--- src/rtl/execute_stage_pkg.sv ---
// Shared Y86-64 encodings (icodes, ALU functions, condition codes, status) and
// the condition evaluator used by the execute stage.
package execute_stage_pkg;

    localparam logic [3:0] ICODE_HALT   = 4'h0;
    localparam logic [3:0] ICODE_NOP    = 4'h1;
    localparam logic [3:0] ICODE_RRMOVQ = 4'h2;
    localparam logic [3:0] ICODE_IRMOVQ = 4'h3;
    localparam logic [3:0] ICODE_RMMOVQ = 4'h4;
    localparam logic [3:0] ICODE_MRMOVQ = 4'h5;
    localparam logic [3:0] ICODE_OPQ    = 4'h6;
    localparam logic [3:0] ICODE_JXX    = 4'h7;
    localparam logic [3:0] ICODE_CALL   = 4'h8;
    localparam logic [3:0] ICODE_RET    = 4'h9;
    localparam logic [3:0] ICODE_PUSHQ  = 4'hA;
    localparam logic [3:0] ICODE_POPQ   = 4'hB;

    localparam logic [3:0] ALU_ADD = 4'h0;
    localparam logic [3:0] ALU_SUB = 4'h1;
    localparam logic [3:0] ALU_AND = 4'h2;
    localparam logic [3:0] ALU_XOR = 4'h3;

    localparam logic [3:0] C_YES = 4'h0;
    localparam logic [3:0] C_LE  = 4'h1;
    localparam logic [3:0] C_L   = 4'h2;
    localparam logic [3:0] C_E   = 4'h3;
    localparam logic [3:0] C_NE  = 4'h4;
    localparam logic [3:0] C_GE  = 4'h5;
    localparam logic [3:0] C_G   = 4'h6;

    localparam logic [2:0] STAT_AOK = 3'd1;
    localparam logic [2:0] STAT_HLT = 3'd2;
    localparam logic [2:0] STAT_ADR = 3'd3;
    localparam logic [2:0] STAT_INS = 3'd4;

    localparam logic [3:0] RNONE = 4'hF;

    typedef struct packed {
        logic zf;
        logic sf;
        logic of;
    } cc_t;

    function automatic logic cond_eval(input logic [3:0] ifun, input cc_t cc);
        logic lt;
        lt = cc.sf ^ cc.of;
        case (ifun)
            C_YES:   return 1'b1;
            C_LE:    return lt | cc.zf;
            C_L:     return lt;
            C_E:     return cc.zf;
            C_NE:    return !cc.zf;
            C_GE:    return !lt;
            C_G:     return !lt && !cc.zf;
            default: return 1'b0;
        endcase
    endfunction

endpackage

--- src/rtl/execute_stage_if.sv ---
// Decode-to-execute bundle plus the execute-stage results seen by decode and memory.
interface execute_stage_if #(parameter int XLEN = 64);

    logic            E_stall;
    logic            E_bubble;
    logic [2:0]      d_stat;
    logic [3:0]      d_icode;
    logic [3:0]      d_ifun;
    logic [XLEN-1:0] d_valC;
    logic [XLEN-1:0] d_valA;
    logic [XLEN-1:0] d_valB;
    logic [3:0]      d_dstE;
    logic [3:0]      d_dstM;
    logic [3:0]      d_srcA;
    logic [3:0]      d_srcB;
    logic [2:0]      m_stat;
    logic [2:0]      W_stat;

    logic [3:0]      E_icode;
    logic [2:0]      E_stat;
    logic [XLEN-1:0] E_valA;
    logic [3:0]      E_dstM;
    logic [3:0]      E_srcA;
    logic [3:0]      E_srcB;
    logic [XLEN-1:0] e_valE;
    logic [3:0]      e_dstE;
    logic            e_cnd;
    logic [2:0]      cc;

    modport master (
        output E_stall, E_bubble, d_stat, d_icode, d_ifun, d_valC, d_valA, d_valB,
               d_dstE, d_dstM, d_srcA, d_srcB, m_stat, W_stat,
        input  E_icode, E_stat, E_valA, E_dstM, E_srcA, E_srcB, e_valE, e_dstE, e_cnd, cc
    );

    modport slave (
        input  E_stall, E_bubble, d_stat, d_icode, d_ifun, d_valC, d_valA, d_valB,
               d_dstE, d_dstM, d_srcA, d_srcB, m_stat, W_stat,
        output E_icode, E_stat, E_valA, E_dstM, E_srcA, E_srcB, e_valE, e_dstE, e_cnd, cc
    );

endinterface

--- src/rtl/execute_stage_alu.sv ---
// Combinational Y86-64 ALU: computes B op A and the {ZF,SF,OF} flags of the result.
module execute_stage_alu
    import execute_stage_pkg::*;
#(
    parameter int XLEN = 64
) (
    input  logic signed [XLEN-1:0] alu_a,
    input  logic signed [XLEN-1:0] alu_b,
    input  logic [3:0]             alufun,
    output logic signed [XLEN-1:0] res,
    output cc_t                    flags
);

    function automatic logic add_ovf(input logic signed [XLEN-1:0] a, b, r);
        return (a[XLEN-1] == b[XLEN-1]) && (r[XLEN-1] != a[XLEN-1]);
    endfunction

    function automatic logic sub_ovf(input logic signed [XLEN-1:0] a, b, r);
        return (a[XLEN-1] != b[XLEN-1]) && (r[XLEN-1] != b[XLEN-1]);
    endfunction

    logic ovf;

    always_comb begin
        res = '0;
        ovf = 1'b0;
        case (alufun)
            ALU_ADD: begin
                res = alu_b + alu_a;
                ovf = add_ovf(alu_a, alu_b, alu_b + alu_a);
            end
            ALU_SUB: begin
                res = alu_b - alu_a;
                ovf = sub_ovf(alu_a, alu_b, alu_b - alu_a);
            end
            ALU_AND: res = alu_b & alu_a;
            ALU_XOR: res = alu_b ^ alu_a;
            // Undefined OPQ functions were already flagged INS by decode.
            default: res = '0;
        endcase
    end

    assign flags = '{zf: (res == '0), sf: res[XLEN-1], of: ovf};

endmodule

--- src/rtl/execute_stage.sv ---
// Y86-64 execute stage: E pipeline register, operand selection, ALU, condition
// codes and branch/cmov condition.
module execute_stage
    import execute_stage_pkg::*;
#(
    parameter int         XLEN     = 64,
    parameter logic [2:0] CC_RESET = 3'b100
) (
    input logic            clk,
    input logic            rst,
    execute_stage_if.slave bus
);

    logic [3:0]             icode_p0, ifun_p0;
    logic [2:0]             stat_p0;
    logic signed [XLEN-1:0] val_a_p0, val_b_p0, val_c_p0;
    logic [3:0]             dst_e_p0, dst_m_p0, src_a_p0, src_b_p0;
    cc_t                    cc_p0;

    logic signed [XLEN-1:0] alu_a, alu_b, alu_res;
    logic [3:0]             alufun;
    cc_t                    alu_flags;
    logic                   set_cc, cnd;

    // Stage p0: E register; reset and bubble both insert a NOP.
    always_ff @(posedge clk) begin
        if (rst || bus.E_bubble) begin
            icode_p0 <= ICODE_NOP;
            ifun_p0  <= '0;
            stat_p0  <= STAT_AOK;
            val_a_p0 <= '0;
            val_b_p0 <= '0;
            val_c_p0 <= '0;
            dst_e_p0 <= RNONE;
            dst_m_p0 <= RNONE;
            src_a_p0 <= RNONE;
            src_b_p0 <= RNONE;
        end else if (!bus.E_stall) begin
            icode_p0 <= bus.d_icode;
            ifun_p0  <= bus.d_ifun;
            stat_p0  <= bus.d_stat;
            val_a_p0 <= $signed(bus.d_valA);
            val_b_p0 <= $signed(bus.d_valB);
            val_c_p0 <= $signed(bus.d_valC);
            dst_e_p0 <= bus.d_dstE;
            dst_m_p0 <= bus.d_dstM;
            src_a_p0 <= bus.d_srcA;
            src_b_p0 <= bus.d_srcB;
        end
    end

    // A downstream exception or a stalled E must leave CC untouched.
    assign set_cc = (icode_p0 == ICODE_OPQ) && (bus.m_stat == STAT_AOK) &&
                    (bus.W_stat == STAT_AOK) && !bus.E_stall;

    always_ff @(posedge clk) begin
        if (rst)
            cc_p0 <= CC_RESET;
        else if (set_cc)
            cc_p0 <= alu_flags;
    end

    always_comb begin
        alu_a = '0;
        alu_b = '0;
        case (icode_p0)
            ICODE_RRMOVQ, ICODE_OPQ:                    alu_a = val_a_p0;
            ICODE_IRMOVQ, ICODE_RMMOVQ, ICODE_MRMOVQ:   alu_a = val_c_p0;
            ICODE_CALL, ICODE_PUSHQ:                    alu_a = -$signed(XLEN'(8));
            ICODE_RET, ICODE_POPQ:                      alu_a = $signed(XLEN'(8));
            default:                                    alu_a = '0;
        endcase
        case (icode_p0)
            ICODE_RMMOVQ, ICODE_MRMOVQ, ICODE_OPQ, ICODE_CALL,
            ICODE_RET, ICODE_PUSHQ, ICODE_POPQ:         alu_b = val_b_p0;
            default:                                    alu_b = '0;
        endcase
    end

    assign alufun = (icode_p0 == ICODE_OPQ) ? ifun_p0 : ALU_ADD;

    execute_stage_alu #(.XLEN(XLEN)) u_alu (
        .alu_a  (alu_a),
        .alu_b  (alu_b),
        .alufun (alufun),
        .res    (alu_res),
        .flags  (alu_flags)
    );

    // Condition uses the CC as it stood before this instruction's own update.
    assign cnd = ((icode_p0 == ICODE_JXX) || (icode_p0 == ICODE_RRMOVQ)) &&
                 cond_eval(ifun_p0, cc_p0);

    assign bus.E_icode = icode_p0;
    assign bus.E_stat  = stat_p0;
    assign bus.E_valA  = val_a_p0;
    assign bus.E_dstM  = dst_m_p0;
    assign bus.E_srcA  = src_a_p0;
    assign bus.E_srcB  = src_b_p0;
    assign bus.e_valE  = alu_res;
    assign bus.e_cnd   = cnd;
    assign bus.e_dstE  = ((icode_p0 == ICODE_RRMOVQ) && !cnd) ? RNONE : dst_e_p0;
    assign bus.cc      = cc_p0;

endmodule

--- src/flat_wrapper.sv ---
// flat-port wrapper written by rule: the top's interface ports become plain ports
module execute_stage_flat import execute_stage_pkg::*;
#(
    parameter int         XLEN     = 64,
    parameter logic [2:0] CC_RESET = 3'b100
)
  (clk, rst, bus_E_stall, bus_E_bubble, bus_d_stat, bus_d_icode, bus_d_ifun, bus_d_valC, bus_d_valA, bus_d_valB, bus_d_dstE, bus_d_dstM, bus_d_srcA, bus_d_srcB, bus_m_stat, bus_W_stat, bus_E_icode, bus_E_stat, bus_E_valA, bus_E_dstM, bus_E_srcA, bus_E_srcB, bus_e_valE, bus_e_dstE, bus_e_cnd, bus_cc);
  execute_stage_if #(.XLEN(XLEN)) bus_i ();
  input logic clk;
  input logic rst;
  input wire logic [$bits(bus_i.E_stall)-1:0] bus_E_stall;
  input wire logic [$bits(bus_i.E_bubble)-1:0] bus_E_bubble;
  input wire logic [$bits(bus_i.d_stat)-1:0] bus_d_stat;
  input wire logic [$bits(bus_i.d_icode)-1:0] bus_d_icode;
  input wire logic [$bits(bus_i.d_ifun)-1:0] bus_d_ifun;
  input wire logic [$bits(bus_i.d_valC)-1:0] bus_d_valC;
  input wire logic [$bits(bus_i.d_valA)-1:0] bus_d_valA;
  input wire logic [$bits(bus_i.d_valB)-1:0] bus_d_valB;
  input wire logic [$bits(bus_i.d_dstE)-1:0] bus_d_dstE;
  input wire logic [$bits(bus_i.d_dstM)-1:0] bus_d_dstM;
  input wire logic [$bits(bus_i.d_srcA)-1:0] bus_d_srcA;
  input wire logic [$bits(bus_i.d_srcB)-1:0] bus_d_srcB;
  input wire logic [$bits(bus_i.m_stat)-1:0] bus_m_stat;
  input wire logic [$bits(bus_i.W_stat)-1:0] bus_W_stat;
  output wire logic [$bits(bus_i.E_icode)-1:0] bus_E_icode;
  output wire logic [$bits(bus_i.E_stat)-1:0] bus_E_stat;
  output wire logic [$bits(bus_i.E_valA)-1:0] bus_E_valA;
  output wire logic [$bits(bus_i.E_dstM)-1:0] bus_E_dstM;
  output wire logic [$bits(bus_i.E_srcA)-1:0] bus_E_srcA;
  output wire logic [$bits(bus_i.E_srcB)-1:0] bus_E_srcB;
  output wire logic [$bits(bus_i.e_valE)-1:0] bus_e_valE;
  output wire logic [$bits(bus_i.e_dstE)-1:0] bus_e_dstE;
  output wire logic [$bits(bus_i.e_cnd)-1:0] bus_e_cnd;
  output wire logic [$bits(bus_i.cc)-1:0] bus_cc;
  assign bus_i.E_stall = bus_E_stall;
  assign bus_i.E_bubble = bus_E_bubble;
  assign bus_i.d_stat = bus_d_stat;
  assign bus_i.d_icode = bus_d_icode;
  assign bus_i.d_ifun = bus_d_ifun;
  assign bus_i.d_valC = bus_d_valC;
  assign bus_i.d_valA = bus_d_valA;
  assign bus_i.d_valB = bus_d_valB;
  assign bus_i.d_dstE = bus_d_dstE;
  assign bus_i.d_dstM = bus_d_dstM;
  assign bus_i.d_srcA = bus_d_srcA;
  assign bus_i.d_srcB = bus_d_srcB;
  assign bus_i.m_stat = bus_m_stat;
  assign bus_i.W_stat = bus_W_stat;
  assign bus_E_icode = bus_i.E_icode;
  assign bus_E_stat = bus_i.E_stat;
  assign bus_E_valA = bus_i.E_valA;
  assign bus_E_dstM = bus_i.E_dstM;
  assign bus_E_srcA = bus_i.E_srcA;
  assign bus_E_srcB = bus_i.E_srcB;
  assign bus_e_valE = bus_i.e_valE;
  assign bus_e_dstE = bus_i.e_dstE;
  assign bus_e_cnd = bus_i.e_cnd;
  assign bus_cc = bus_i.cc;
  execute_stage #(.XLEN(XLEN), .CC_RESET(CC_RESET)) u_core (.clk(clk), .rst(rst), .bus(bus_i));
endmodule
--- config.mk ---
export PLATFORM = sky130hd
export DESIGN_NAME = execute_stage_flat
export DESIGN_NICKNAME = d
export VERILOG_FILES = /design/src/rtl/execute_stage_pkg.sv /design/src/rtl/execute_stage_if.sv /design/src/rtl/execute_stage_alu.sv /design/src/rtl/execute_stage.sv /design/src/flat_wrapper.sv
export SDC_FILE = /design/constraint.sdc
export NUM_CORES = 1
export LEC_CHECK = 0
export CAP_MARGIN = 10
export CELL_PAD_IN_SITES_DETAIL_PLACEMENT = 0
export CELL_PAD_IN_SITES_GLOBAL_PLACEMENT = 2
export CORE_UTILIZATION = 28
export DETAILED_ROUTE_END_ITERATION = 10
export GPL_TIMING_DRIVEN = 1
export PLACE_DENSITY = 0.78
export SETUP_SLACK_MARGIN = 0.5
export SKIP_CTS_REPAIR_TIMING = 1
export SYNTH_ARGS = -nofsm -noshare
export SYNTH_HDL_FRONTEND = slang
export SYNTH_SLANG_ARGS = --single-unit
--- constraint.sdc ---
create_clock -name clk -period 5.99 [get_ports clk]
set_input_delay 1.198 -clock clk [delete_from_list [all_inputs] [get_ports clk]]
set_output_delay 1.198 -clock clk [all_outputs]
set_load 0.03 [all_outputs]
run_1/wire_density.png
27 x 27 tiles, from dark blue (low) to red (high), scaled to the fullest tile. Values are wire area over tile area, all layers added.
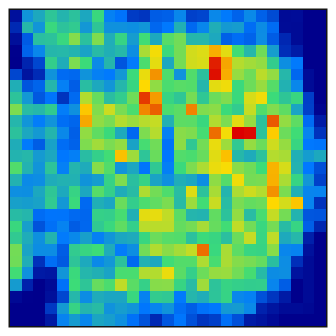
tiles over half the peak = 33%
nearly empty tiles = 5.5%
mean over tiles = 0.25

run_1/port_nets.png
Bar = 100 um.
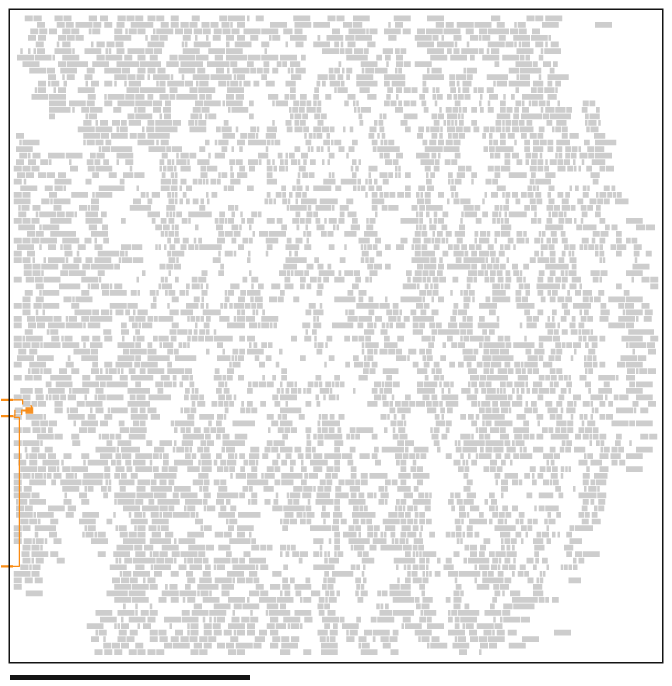
bus_W_stat -> orange  # direction input, edge left, end cells 1, buffers 3, wire 88.4 um
Buffers on Ports: 383
I/O pin count: 384

==> README.md, run 1 <==
| Group | Metric | This run |
|:---|:---|:---|
| synthesis | Mean instance size in the synthesized netlist | 7.46 sq um |
| clock tree | Clk sinks | 222 |
| cells and area | Share of final layout cell area taken by clock buffers and inverters | 2.74% |
| final timing | Final slew viol count | 0 |
| synthesis | Floorplan Nets | 3088 |
| final timing | Smallest setup slack after layout | -387 ps |
| synthesis | Synthesized area | 20300 sq um |
| synthesis | Warnings, synthesis | 0 |
| synthesis | Yosys top cell area share | 21.9% |
| place | Cell Count Post-Placement | 4559 |
| cells and area | Reg area | 4460 sq um |
| synthesis | Synth top cells by count | nor2_1, mux2i_1, dfxtp_1 |
| synthesis | Ys async rst share | 0% |
| pwr | Total power density per cell area | 141 nW/um^2 |
| synthesis | Most used flip-flop cell after synthesis | dfxtp_1 |
| route | Via density per instance | 5.51 |
| route | DRC violations left | 0 |
| route | Antenna violation net count after detailed routing | 0 |
| route | Wire length on met3 | 7130 um |
| pwr | Pwr Total | 0.00506 W |
| final timing | Unrepaired setup endpoints after global routing | true |
| cells and area | Nets@finish | 4132 |
| clock tree | Buffer cell driving the clock tree root | clkbuf_16 |
| flow run | Max capacitance violation total | 0 |
| cells and area | Area share of buffers outside the clock network | 30.7% |
| final timing | Finish-stage setup viols | 23 |
| synthesis | Number of enable-type register cells in the synthesized netlist | 0 |
| cells and area | Inverter tally of the final layout excluding the clock network | 134 |
| synthesis | Largest area contributor in the netlist | dfxtp_1 |
| cells and area | Total non-filler cell area in the finished layout | 36000 sq um |
| clock tree | Clk latency late pin | 610 ps |
| cells and area | Combinational gate area | 17800 sq um |
| die | Vertical die dimension | 271 um |
| flow run | Number of warning messages in the logs | 98 |
| pwr | Leakage | 16.4 nW |
| route | Final Routed Wirelength | 115000 um |
| clock tree | CTS tree | done |
| setup path | Biggest cell delay along the critical path | 490 ps |
| route | Uppermost metal layer occupied by signal nets | met5 |
| final timing | Share of the clock period used by the worst path | 106% |
| cells and area | Logic gate fraction of the total cell area | 49.4% |
| setup path | Startpoint type of the worst setup path | flop |
| route | Routed length on met2 | 53800 um |
| place | Global placement routability congestion | 1.04 |
| cells and area | Bufs w/o clock | 1197 |
| clock tree | Number of CTS-inserted buffers | 28 |
| cells and area | Final core area utilization | 50.2% |
| synthesis | Unique cell type count in the Yosys netlist | 98 |
| global routing | Number of antenna violations at the first check in global routing | 1 |
| setup path | Top delay family on crit path | AND-OR/OR-AND gates |
| final timing | Fin Clk Skew | 35.3 ps |
| setup path | Crit Path Max Fanout | 6 |
| run status | Outcome | complete, but fails checks |
| run status | Failing checks | negative setup slack |
| die | Starting density of the core | 28.4% |
| clock tree | Clk pin slew, worst setup/hold paths | 60 ps |
| global routing | Vias in the first global route | 25300 |
| global routing | Pin count of the biggest net entering global routing | 112 |
| synthesis | Ys cells | 2723 |
| final timing | Fin crit period | 6380 ps |
| setup path | Standard cell with the maximum stage delay on the critical path | or4_4 |
| synthesis | Chip area estimate from yosys synthesis | 20300 sq um |
| synthesis | Part of the Yosys area used for sequential elements | 21.9% |
| die | Die outline area | 73700 sq um |
| clock tree | CTS max path bufs | 3 |
| setup path | Critical path class | reg2out |
| cells and area | Largest class | logic gates |
| final timing | Max-slew headroom | 22.5% |
| setup path | Critical-path cell list | nand2_2, mux2_4, nor2_4, buf_12, clkbuf_16, buf_6, a221oi_4, ha_4, or4_4, or2_4, a211oi_4, buf_6, o31ai_4, a311o_2, a21oi_4, buf_12, a31oi_4, o21ai_1, mux2i_1, o21ai_2, buf_12 |
| route | Violation tally from detailed-route iteration zero | 1928 |
| cells and area | Count of multi-input gates | 2184 |
| cells and area | N_diodes | 0 |
| final timing | Number of failing hold endpoints at the final stage | 0 |
| clock tree | H-tree levels | 1 |
| place | Post-placement setup slack | -702 ps |
| route | Number of optimization iterations in the first detailed-route pass | 6 |
| final timing | Total Neg Setup Slack | -4560 ps |
| die | Cell Rows | 98 |
| cells and area | Ratio of cells with drive above 1 in the final layout | 36.2% |
| final timing | Transition time at the pin with the least slew margin | 1160 ps |
| synthesis | Main area contributors | dfxtp_1, mux2i_1, ha_1, nor2_1, a21oi_1 |
| cells and area | Sequential cell count of the final layout | 222 |
| route | Met1 wire length | 50700 um |
| synthesis | Most common cell in the synthesized netlist | nor2_1 |
| setup path | Worst Setup End Kind | output port |
| final timing | Maximum achievable frequency | 0.157 GHz |
| cells and area | Register share of the cell area | 12.4% |
| cells and area | Count of clock buffers in the final design | 35 |
| place | Dpl cell area | 30500 sq um |
| die | Horizontal die size | 271 um |
| global routing | Gr usage total | 29.0% |
| die | Standard cell core area | 71600 sq um |
| cells and area | Layout overhead on the synthesized area | 76.9% |
| route | WL per Instance | 24.3 um |
| setup path | CP Data Arrival Time | 5180 ps |
| setup path | Required time at the worst-slack endpoint | 4790 ps |
| hold path | Hold WC Path Type | reg2reg |
| setup path | Most frequent cell on the critical path | buf_12 |
| global routing | Gr ovfl total | 0 |
| place | Post-DP HPWL | 91300 um |
| route | Count of vias placed by the detailed router | 26100 |
| final timing | Final Hold Slack | 470 ps |
| pwr | Worst vdd ir | 290 uV |
| synthesis | Flops & latches, synth | 222 |
| setup path | Buf/Inv on CP | 6 |
| global routing | First-pass GRT wire length | 163000 um |
| synthesis | Number of standard cells after synthesis | 2723 |
run_1/final_placement.png
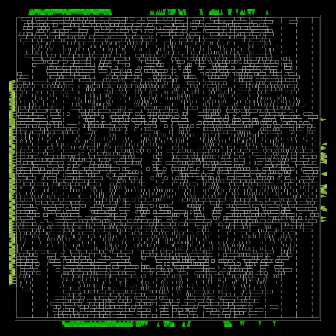
count of fill cells added during filler insertion: 6866
TAP cells: 950
Non-Filler Instances: 4739

==> run 1: power breakdown <==
part | internal [W] | switching, W
registers | 0.00152 | 0.0000458
logic | 0.000835 | 0.000797
clock network | 0.00109 | 0.000763
==> run 1: sequential cells by signal, summed over array words and instances (netlist names) <==
name,cells
u_core.bus.E_valA,64
u_core.val_b_p0,64
u_core.val_c_p0,64
u_core.bus.E_dstM,4
u_core.bus.E_icode,4
u_core.bus.E_srcA,4
u_core.bus.E_srcB,4
u_core.dst_e_p0,4
u_core.ifun_p0,4
u_core.bus.E_stat,3
u_core.bus.cc,3
==> run 1: cell families (layout without fill, tap and decap cells) <==
kind of cell	after synthesis	count (layout)	synth area share, %
buf+inv	317	1383	6.12
fa+ha+maj	136	136	8.45
mux	247	247	12.2
simple gates	980	980	23.0
compound gates	803	803	27.6
flops	222	222	21.9
xor+xnor	18	18	0.776
==> run 1: path summary, 6_finish.rpt <==
path	from	to	slack [ps]	cells past startpoint
min	u_core.dst_e_p0[0]	u_core.dst_e_p0[0]	470	2
max	u_core.bus.E_icode[1]	bus_e_valE[57]	-390	21
max reg2reg	u_core.bus.E_icode[1]	u_core.bus.cc[2]	20	23
min reg2reg	u_core.dst_e_p0[0]	u_core.dst_e_p0[0]	470	2
==> run 1: metal layers <==
metal / vias to the layer above / GRT usage [%]
met5: - / 0
met4: 2 / 7.89
met3: 170 / 4.43
met2: 971 / 48.4
met1: 12800 / 38.5
li1: 12200 / -
==> run 1: cell usage in the layout, fill, tap and decap left out, types with 63 or more instances in the layout <==
master,synthesis,routed
dfxtp_1,222,218
clkdlybuf4s50_1,0,321
mux2i_1,243,241
a21oi_1,195,131
nor2_1,376,355
nand2_1,203,189
buf_12,0,63
buf_6,2,88
inv_1,132,123
o21ai_0,118,71
ha_1,134,87
and2_1,76,66
buf_4,2,710
run_1/cell_classes.png
Fill, decap, tap and diode cells in gray.
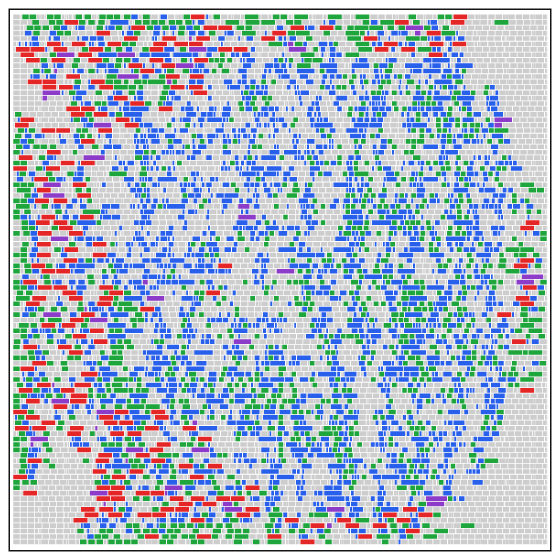

==> inputs of run 2 (changes only) <==
PLACE_DENSITY = default   (was 0.78)
PLACE_DENSITY_LB_ADDON = 0.05   (was default)
run_2/cell_classes.png
Fill, decap, tap and diode cells in gray.
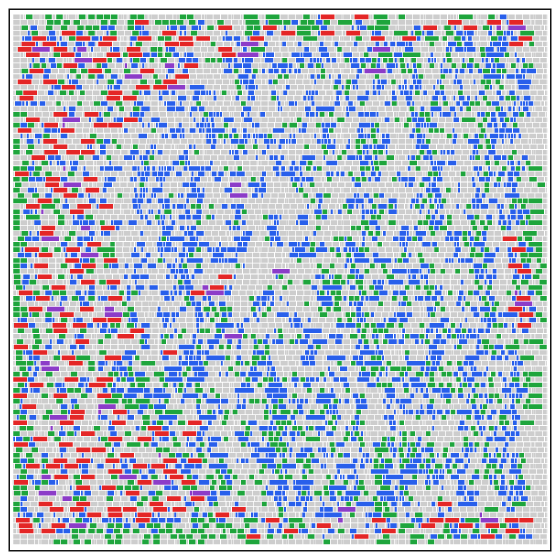
all other logic -> blue  # cells 2318, share of their area 52%
clock drivers and dummy loads -> purple  # cells 51, share of their area 2.8%
other buffers and delay cells -> green  # cells 1159, share of their area 32%
flops -> red  # cells 222, share of their area 13%

==> README.md, run 2 <==
| Group | Metric | This run |
|:---|:---|:---|
| die | Cell Rows | 98 |
| global routing | Met3 routing resource usage after global routing | 4.26% |
| synthesis | Synthesized area | 20300 sq um |
| global routing | Gr usage total | 29.9% |
| final timing | Max-slew headroom | 24.4% |
| cells and area | Most frequent cells in the layout | buf_4, nor2_1, clkdlybuf4s50_1, mux2i_1, dfxtp_1 |
| synthesis | Flops & latches, synth | 222 |
| route | Count of vias placed by the detailed router | 25700 |
| setup path | Worst Setup End Kind | output port |
| hold path | Hold WC Path Type | reg2reg |
| setup path | CP Data Arrival Time | 5390 ps |
| synthesis | Mean instance size in the synthesized netlist | 7.46 sq um |
| global routing | Met2 Resource Use GR | 48.2% |
| pwr | Combinational Power | 0.00158 W |
| route | Number of optimization iterations in the first detailed-route pass | 8 |
| pwr | Worst vdd ir | 220 uV |
| global routing | Number of antenna violations at the first check in global routing | 4 |
| final timing | Share of the clock period used by the worst path | 110% |
| global routing | Global route hottest layer | met2 |
| pwr | Part of the power in combinational logic | 32.3% |
| die | Vertical die dimension | 271 um |
| synthesis | Main area contributors | dfxtp_1, mux2i_1, ha_1, nor2_1, a21oi_1 |
| place | Post-DP HPWL | 94800 um |
| run status | Failing checks | negative setup slack |
| flow run | Max capacitance violation total | 0 |
| final timing | Smallest setup slack after layout | -594 ps |
| final timing | Final Hold Slack | 463 ps |
| global routing | Global Route met1 Usage | 41.4% |
| pwr | Pwr Total | 0.00489 W |
| synthesis | Warnings, synthesis | 0 |
| final timing | Total Neg Setup Slack | -12140 ps |
| die | Starting density of the core | 28.4% |
| pwr | Leakage | 15.9 nW |
| synthesis | Ys async rst share | 0% |
| pwr | Sw Ratio | 31.4% |
| cells and area | Layout overhead on the synthesized area | 69.2% |
| final timing | Number of failing hold endpoints at the final stage | 0 |
| pwr | Relative contribution of the clock network to total power | 35.7% |
| final timing | Finish-stage setup viols | 41 |
| final timing | Final slew viol count | 0 |
| route | Via density per instance | 5.47 |
| place | Dpl cell area | 30400 sq um |
| clock tree | CTS tree | done |
| pwr | Sequential group share of total power | 32.0% |
| cells and area | Commonest Layout Cell | buf_4 |
| setup path | Startpoint type of the worst setup path | flop |
| pwr | Total power density per cell area | 142 nW/um^2 |
| synthesis | Yosys top cell area share | 21.9% |
| setup path | Top delay family on crit path | AND-OR/OR-AND gates |
| final timing | Fin crit period | 6580 ps |
| setup path | Required time at the worst-slack endpoint | 4790 ps |
| final timing | Unrepaired setup endpoints after global routing | true |
| setup path | Critical path class | reg2out |
| clock tree | Number of CTS-inserted buffers | 28 |
| setup path | Critical-path cell list | nand2_2, mux2_4, nor2_4, buf_12, buf_6, a221oi_4, buf_6, ha_4, buf_6, or4_4, or2_4, a211oi_4, o31ai_4, a311o_2, a21oi_4, buf_12, a31oi_4, o21ai_2, mux2i_1, o21ai_2, buf_12 |
| clock tree | Clk sinks | 222 |
| pwr | Power drawn by the clock network | 0.00174 W |
| setup path | Biggest cell delay along the critical path | 520 ps |
| synthesis | Largest area contributor in the netlist | dfxtp_1 |
| place | Buffers on Ports | 383 |
| pwr | Sequential Power | 0.00157 W |
| synthesis | Number of enable-type register cells in the synthesized netlist | 0 |
| synthesis | Chip area estimate from yosys synthesis | 20300 sq um |
| die | Die outline area | 73700 sq um |
| cells and area | Ratio of cells with drive above 1 in the final layout | 32.3% |
| place | Cell Count Post-Placement | 4553 |
| die | I/O pin count | 384 |
| route | Antenna violation net count after detailed routing | 0 |
| setup path | Crit Path Max Fanout | 8 |
| final timing | Transition time at the pin with the least slew margin | 1130 ps |
| synthesis | Unique cell type count in the Yosys netlist | 98 |
| cells and area | Nets@finish | 4094 |
| setup path | Buf/Inv on CP | 6 |
| global routing | Gr ovfl total | 0 |
| global routing | Vias in the first global route | 24700 |
| place | Post-placement setup slack | -815 ps |
| pwr | Design internal power | 0.00335 W |
| setup path | Standard cell with the maximum stage delay on the critical path | or4_4 |
| route | WL per Instance | 24.9 um |
| cells and area | Final core area utilization | 48.0% |
| route | Final Routed Wirelength | 117000 um |
| route | Violation tally from detailed-route iteration zero | 2061 |
| die | Standard cell core area | 71600 sq um |
| cells and area | Total non-filler cell area in the finished layout | 34400 sq um |
| synthesis | Most used flip-flop cell after synthesis | dfxtp_1 |
| global routing | Pin count of the biggest net entering global routing | 122 |
| run status | Outcome | complete, but fails checks |
| pwr | Top power consumer group | the clock network |
| route | DRC violations left | 0 |
| clock tree | H-tree levels | 1 |
| flow run | Number of warning messages in the logs | 99 |
| pwr | Total net switching power | 0.00154 W |
| clock tree | CTS max path bufs | 3 |
| place | Global placement routability congestion | 0.971 |
| cells and area | Non-Filler Instances | 4702 |
| clock tree | Clk latency late pin | 600 ps |
| die | Horizontal die size | 271 um |
| synthesis | Most common cell in the synthesized netlist | nor2_1 |
| synthesis | Floorplan Nets | 3088 |
| synthesis | Number of standard cells after synthesis | 2723 |
| clock tree | Buffer cell driving the clock tree root | clkbuf_16 |
| synthesis | Part of the Yosys area used for sequential elements | 21.9% |
| cells and area | Count of fill cells added during filler insertion | 7072 |
| final timing | Maximum achievable frequency | 0.152 GHz |
| global routing | First-pass GRT wire length | 166000 um |
| clock tree | Clk pin slew, worst setup/hold paths | 60 ps |
[run 2: cell type report]
type / count / area [sq um] / area share, %
Multi-Input combinational cell: 2184 / 16700 / 48.5
Tap cell: 950 / 1190 / 3.46
Clock inverter: 8 / 110 / 0.320
Timing Repair Buffer: 1159 / 10600 / 30.8
Clock buffer: 43 / 827 / 2.41
Sequential cell: 222 / 4460 / 13.0
Antenna cell: 2 / 5.00 / 0.0146
Inverter: 134 / 505 / 1.47
[run 2: worst reg2reg max path, cell delays in order (launching register included)]
cell and delay, ps:
dfxtp_4 370, nand2_2 60, mux2_4 290, nor2_4 250
buf_12 170, buf_6 110, a221oi_4 60, buf_6 150
ha_4 240, buf_6 120, or4_4 520, or2_4 270
a211oi_4 400, buf_4 210, o31ai_1 90, buf_4 160
a311oi_1 260, a311oi_1 120, nor3_2 220, nand4_1 220
or4b_4 610, nor4_4 360, nand4_1 260, or4_4 590
nand2_1 80
[run 2: final timing paths]
check | cells past startpoint | endpoint | from
worst max register to register | 24 | u_core.bus.cc[2] | u_core.bus.E_icode[1]
worst max-delay path | 21 | bus_e_valE[57] | u_core.bus.E_icode[1]
worst min register to register | 2 | u_core.dst_e_p0[1] | u_core.dst_e_p0[1]
worst min-delay path | 2 | u_core.dst_e_p0[1] | u_core.dst_e_p0[1]
[run 2: kinds of logic after synthesis]
group                    share of synthesized area (%)
AND/OR/NAND/NOR                                   23.0
AND-OR/OR-AND                                     27.6
buffers and inverters                             6.12
multiplexers                                      12.2
flip-flops                                        21.9
adder cells (fa/ha/maj)                           8.45
XOR/XNOR                                         0.776
[run 2: routing by layer]
layer	share of wire, %	vias up	routed length, um
li1	-	12100	-
met1	45	12600	53200
met2	45	886	53000
met3	6.3	161	7420
met4	3.0	2	3470
met5	0.011	-	13
Power figures rest on the tool's default switching activity, not on a simulated workload.
